--- config.mk ---
export PLATFORM = sky130hd
export DESIGN_NAME = fetch_stage
export DESIGN_NICKNAME = d
export VERILOG_FILES = /design/src/rtl/cpu_pkg.sv /design/src/rtl/instr_field_split.sv /design/src/rtl/fetch_stage.sv
export SDC_FILE = /design/constraint.sdc
export NUM_CORES = 1
export LEC_CHECK = 0
export ABC_AREA = 1
export CAP_MARGIN = 40
export CORE_ASPECT_RATIO = 2
export CORE_MARGIN = 1.5
export CORE_UTILIZATION = 49
export CTS_BUF_LIST = sky130_fd_sc_hd__clkbuf_8
export DETAILED_ROUTE_END_ITERATION = 10
export PLACE_DENSITY_LB_ADDON = 0.08
export SYNTH_ARGS = -nofsm -noshare
export SYNTH_HDL_FRONTEND = slang
export SYNTH_SLANG_ARGS = --single-unit
--- constraint.sdc ---
create_clock -name clk -period 1.6 [get_ports clk]
set_input_delay 0.24 -clock clk [delete_from_list [all_inputs] [get_ports clk]]
set_output_delay 0.24 -clock clk [all_outputs]
set_load 0.03 [all_outputs]
--- src/rtl/cpu_pkg.sv ---
// ---------------------------------------------------------------------------
// cpu_pkg
// Shared definitions for the 32-bit multi-cycle CPU front end.
//   - Instruction field positions (opcode, rd, rs, func, 15-bit immediate)
//   - HALT_OP: opcode that stops sequential fetch
//   - fetch_state_e: fetch-stage FSM encoding (explicit values kept stable
//     so older tooling and waveform decoders continue to match)
// ---------------------------------------------------------------------------
package cpu_pkg;

   localparam int OPC_MSB  = 31;
   localparam int OPC_LSB  = 27;
   localparam int RD_MSB   = 26;
   localparam int RD_LSB   = 22;
   localparam int RS_MSB   = 21;
   localparam int RS_LSB   = 17;
   localparam int FUNC_MSB = 16;
   localparam int FUNC_LSB = 15;
   localparam int IMM_MSB  = 14;
   localparam int IMM_LSB  = 0;

   localparam logic [4:0] HALT_OP = 5'h1F;

   typedef enum logic [2:0] {
      S_IDLE = 3'd0,
      S_REQ  = 3'd1,
      S_OUT  = 3'd2,
      S_DROP = 3'd3,
      S_HALT = 3'd4
   } fetch_state_e;

endpackage

--- src/rtl/instr_field_split.sv ---
// ---------------------------------------------------------------------------
// instr_field_split
// Purely combinational slicing of a 32-bit instruction word into its fields.
// Shared by fetch (registered output word) and decode.
// Ports:
//   instr  in  32  instruction word
//   opcode out 5   instr[31:27]
//   rd     out 5   instr[26:22]
//   rs     out 5   instr[21:17]
//   func   out 2   instr[16:15]
//   imm    out 15  instr[14:0], raw (unextended) immediate
// ---------------------------------------------------------------------------
module instr_field_split
   import cpu_pkg::*;
(
   input  logic [31:0]                instr,
   output logic [OPC_MSB-OPC_LSB:0]   opcode,
   output logic [RD_MSB-RD_LSB:0]     rd,
   output logic [RS_MSB-RS_LSB:0]     rs,
   output logic [FUNC_MSB-FUNC_LSB:0] func,
   output logic [IMM_MSB-IMM_LSB:0]   imm
);

   assign opcode = instr[OPC_MSB:OPC_LSB];
   assign rd     = instr[RD_MSB:RD_LSB];
   assign rs     = instr[RS_MSB:RS_LSB];
   assign func   = instr[FUNC_MSB:FUNC_LSB];
   assign imm    = instr[IMM_MSB:IMM_LSB];

endmodule

--- src/rtl/fetch_stage.sv ---
// ---------------------------------------------------------------------------
// fetch_stage
// Instruction fetch for the 32-bit multi-cycle CPU. Owns the PC, issues one
// instruction-memory request at a time (req held until a one-cycle ack),
// registers the returned word and presents it to decode over valid/ready
// with the fields pre-split. Handles branch redirects and the HALT opcode.
//
// Optional build macro: FETCH_PREFETCH_EN adds a one-entry prefetch buffer
// so back-to-back instructions reach decode without a valid bubble.
//
// Ports:
//   clk, rst_n            clock, synchronous active-low reset
//   imem_req_o/addr_o     fetch request and address (addr stable while req)
//   imem_ack_i/rdata_i    one-cycle ack with instruction word
//   redirect_i/pc_i       taken branch/jump pulse and its target
//   id_valid_o/ready_i    handshake to decode
//   id_pc_o, id_instr_o   PC and raw word of the presented instruction
//   id_opcode_o .. imm_o  field slices of id_instr_o
// ---------------------------------------------------------------------------
module fetch_stage #(
   parameter logic [31:0] RESET_PC = 32'h0000_0000,
   parameter int unsigned PC_STEP  = 4,
   parameter logic [4:0]  HALT_OP  = cpu_pkg::HALT_OP
) (
   input  logic        clk,
   input  logic        rst_n,
   output logic        imem_req_o,
   output logic [31:0] imem_addr_o,
   input  logic        imem_ack_i,
   input  logic [31:0] imem_rdata_i,
   input  logic        redirect_i,
   input  logic [31:0] redirect_pc_i,
   output logic        id_valid_o,
   input  logic        id_ready_i,
   output logic [31:0] id_pc_o,
   output logic [31:0] id_instr_o,
   output logic [4:0]  id_opcode_o,
   output logic [4:0]  id_rd_o,
   output logic [4:0]  id_rs_o,
   output logic [1:0]  id_func_o,
   output logic [14:0] id_imm_o
);
   import cpu_pkg::*;

   fetch_state_e state;
   // pc is always the address on the memory bus; while draining a stale
   // request (S_DROP) it keeps the old address and the target waits in redir_pc.
   logic [31:0]  pc;
   logic [31:0]  redir_pc;
   logic [31:0]  pc_inc;
   logic         vld_p1;
   logic [31:0]  pc_p1;
   logic [31:0]  instr_p1;
   logic         hs;

   assign pc_inc = pc + 32'(PC_STEP);
   assign hs     = vld_p1 && id_ready_i;

`ifdef FETCH_PREFETCH_EN
   logic         pf_vld;
   logic [31:0]  pf_instr;
   logic [31:0]  pf_pc;
   logic         pf_req;
   logic         pf_ack;

   // A HALT in the output stage must not pull in the following word.
   assign pf_req     = (state == S_OUT) && !pf_vld && (id_opcode_o != HALT_OP);
   assign pf_ack     = pf_req && imem_ack_i;
   assign imem_req_o = (state == S_REQ) || (state == S_DROP) || pf_req;
`else
   assign imem_req_o = (state == S_REQ) || (state == S_DROP);
`endif
   assign imem_addr_o = pc;

   always_ff @(posedge clk) begin
      if (!rst_n) begin
         state    <= S_IDLE;
         pc       <= RESET_PC;
         redir_pc <= '0;
         vld_p1   <= 1'b0;
         pc_p1    <= '0;
         instr_p1 <= '0;
`ifdef FETCH_PREFETCH_EN
         pf_vld   <= 1'b0;
`endif
      end else begin
         case (state)
            S_IDLE: state <= S_REQ;

            // ---- request stage -> output registers (p1) ----
            S_REQ: begin
               if (redirect_i) begin
                  redir_pc <= redirect_pc_i;
                  if (imem_ack_i) begin
                     pc    <= redirect_pc_i;
                     state <= S_REQ;
                  end else begin
                     state <= S_DROP;
                  end
               end else if (imem_ack_i) begin
                  instr_p1 <= imem_rdata_i;
                  pc_p1    <= pc;
                  vld_p1   <= 1'b1;
                  pc       <= pc_inc;
                  state    <= S_OUT;
               end
            end

            S_DROP: begin
               if (redirect_i) redir_pc <= redirect_pc_i;
               if (imem_ack_i) begin
                  pc    <= redirect_i ? redirect_pc_i : redir_pc;
                  state <= S_REQ;
               end
            end

`ifdef FETCH_PREFETCH_EN
            S_OUT: begin
               if (redirect_i) begin
                  vld_p1   <= 1'b0;
                  pf_vld   <= 1'b0;
                  redir_pc <= redirect_pc_i;
                  if (pf_req && !imem_ack_i) begin
                     state <= S_DROP;
                  end else begin
                     pc    <= redirect_pc_i;
                     state <= S_REQ;
                  end
               end else begin
                  if (pf_ack) pc <= pc_inc;
                  if (hs) begin
                     if (pf_vld) begin
                        instr_p1 <= pf_instr;
                        pc_p1    <= pf_pc;
                        pf_vld   <= 1'b0;
                     end else if (pf_ack) begin
                        instr_p1 <= imem_rdata_i;
                        pc_p1    <= pc;
                     end else begin
                        // An outstanding prefetch simply continues in S_REQ.
                        vld_p1 <= 1'b0;
                        state  <= (id_opcode_o == HALT_OP) ? S_HALT : S_REQ;
                     end
                  end else if (pf_ack) begin
                     pf_vld   <= 1'b1;
                     pf_instr <= imem_rdata_i;
                     pf_pc    <= pc;
                  end
               end
            end
`else
            S_OUT: begin
               if (redirect_i) begin
                  vld_p1 <= 1'b0;
                  pc     <= redirect_pc_i;
                  state  <= S_REQ;
               end else if (hs) begin
                  vld_p1 <= 1'b0;
                  state  <= (id_opcode_o == HALT_OP) ? S_HALT : S_REQ;
               end
            end
`endif

            S_HALT: begin
               if (redirect_i) begin
                  pc    <= redirect_pc_i;
                  state <= S_REQ;
               end
            end

            default: state <= S_IDLE;
         endcase
      end
   end

   assign id_valid_o = vld_p1;
   assign id_pc_o    = pc_p1;
   assign id_instr_o = instr_p1;

   instr_field_split u_split (
      .instr  (instr_p1),
      .opcode (id_opcode_o),
      .rd     (id_rd_o),
      .rs     (id_rs_o),
      .func   (id_func_o),
      .imm    (id_imm_o)
   );

endmodule

Fig. 1: metal 2
Cells faint in the background.
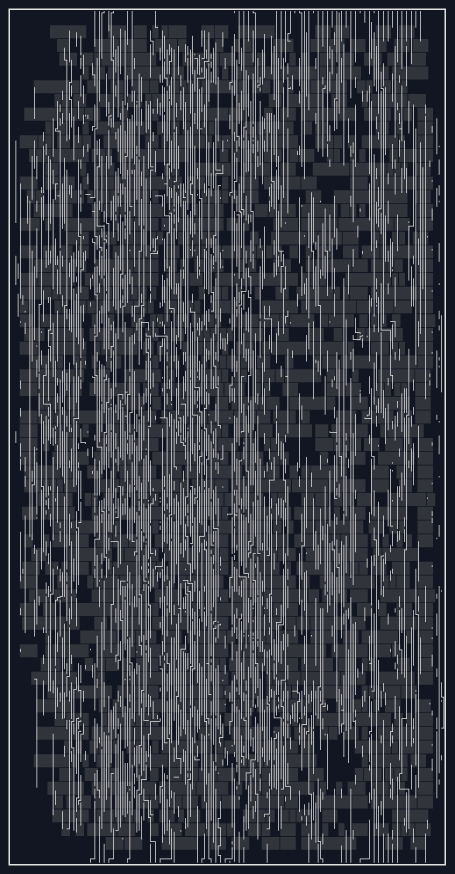
- wire length on this layer: 12200 µm
- main direction: vertical
- nets with wire on the layer: 1139
- longest straight run: 66.3 µm
- share of all routed wire: 51%

Fig. 2: placement by cell class
Scale bar: 20 µm.
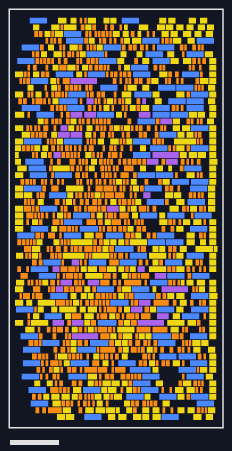
- orange: combinational and other logic (cells 794; share of their area 37%)
- yellow: remaining buffers and delay cells (cells 359; share of their area 32%)
- blue: sequential cells (cells 132; share of their area 26%)
- purple: clock drivers and dummy loads (cells 31; share of their area 4.5%)

==> Slide: Implementation Results <==
Synthesis and Place & Route Summary

Drt
  • Final wirelength: 23990 µm
  • Met1 WL: 8633 µm
  • Met3 Wirelength: 1825 µm
  • Antenna viol nets, final: 0
  • Max layer used: met4

Placement
  • Placed standard-cell area: 9582 µm²
  • Port bufs: 198
  • Pre-CTS WS: -0.3347 ns
  • GP Congestion: 0.9499
  • Placed cells: 1419

Critical path
  • WS Path Type: flip-flop to flip-flop
  • Crit Path Max Fanout: 5
  • Critical path's top delay family: AND-OR/OR-AND gates
  • Critical path's slowest cell: dfxtp_2
  • Worst path depth: 8
  • Crit path DRT: 1.91 ns
  • CP startpoint kind: flip-flop

Cells and area
  • Area grow syn2layout: 54.85%
  • Layout non-clock buf frac: 31.49%
  • Register area: 2668 µm²
  • Fin cells: 1471
  • Commonest Layout Cell: nand2_1
  • Nets@finish: 1374
  • Fill count: 1053
  • Invs w/o clock: 59
  • Post-route cell area: 10440 µm²
  • Repair and plain buffers: 359
  • Antenna Diode Count: 0

STA
  • Hold Worst Slack: 0.3140 ns
  • Worst-margin pin slew: 0.4917 ns
  • Final setup fails: 11
  • Max-slew headroom: 67.22%
  • Period utilisation layout: 105.8%
  • TNS Setup: -0.3483 ns
  • Final WS setup: -0.09250 ns
  • Max-slew violation count: 0

Pwr
  • PwrDens: 1711 nW/µm²
  • Total power: 0.01786 W
  • P_sw: 0.007682 W
  • Top pwr grp: combinational logic
  • P_comb: 0.00956 W
  • Leakage: 4.917 nW
  • Seq pwr share: 28.1%
  • Clock network power share: 18.4%
  • Peak supply drop: 1506 µV
  • Seq pwr: 0.00501 W

Yosys
  • Ao+oa area frac: 22.28%
  • Mux share: 0.2970%
  • Area reported by Yosys stat: 6740 µm²
  • EDFF count, synth: 0
  • Yosys simple share: 26.45%
  • Top cells by area: dfxtp_1 39%, nand2_1 13%, o21ai_0 11%
  • Yosys Warn Count: 0
  • Cells after synthesis: 1016
  • # Cells Yosys: 1016
  • Synth area leader: dfxtp_1
  • Fraction of the yosys area taken by sequential cells: 39.21%
  • Top cells by count, synth: 234 x nand2_1, 166 x nor2_1, 143 x o21ai_0
  • Adders+Majority by Area: 0.1856%
  • Max-area cell share: 39.21%
  • Dominant flop cell: dfxtp_1
  • Syn_nets: 1086
  • Synth cell types: 36
  • Mapped Area: 6740 µm²

Outcome
  • Outcome: complete, but fails checks
  • Violated checks: setup timing

Job
  • Number of max-cap violations: 0

GRT
  • First-pass GRT wire length: 34640 µm
  • Largest net degree at the start of global routing: 75
  • GR peak layer: met2
  • Initial antenna violation count: 0
  • Gr usage total: 30.05%
  • GR Util met2: 53.51%

Clock tree
  • Clk Latency, worst-skew pair: 0.44 ns
  • Resized cells post-CTS: 176
  • Setup bufs post-CTS: 0
  • CTS Hold Bufs: 0
  • CTS Buffer Depth: 2
  • CTS tree: yes

Floorplan
  • Core utilization at floorplan: 50.16%
  • Chip height: 168.9 µm
  • Core ar.: 13440 µm²
  • Well Taps: 155
  • Die area: 14510 µm²

Min path
  • Hold Path End: imem_addr_o[17]$_SDFFE_PN0P_
Power figures rest on the tool's default switching activity, not on a simulated workload.
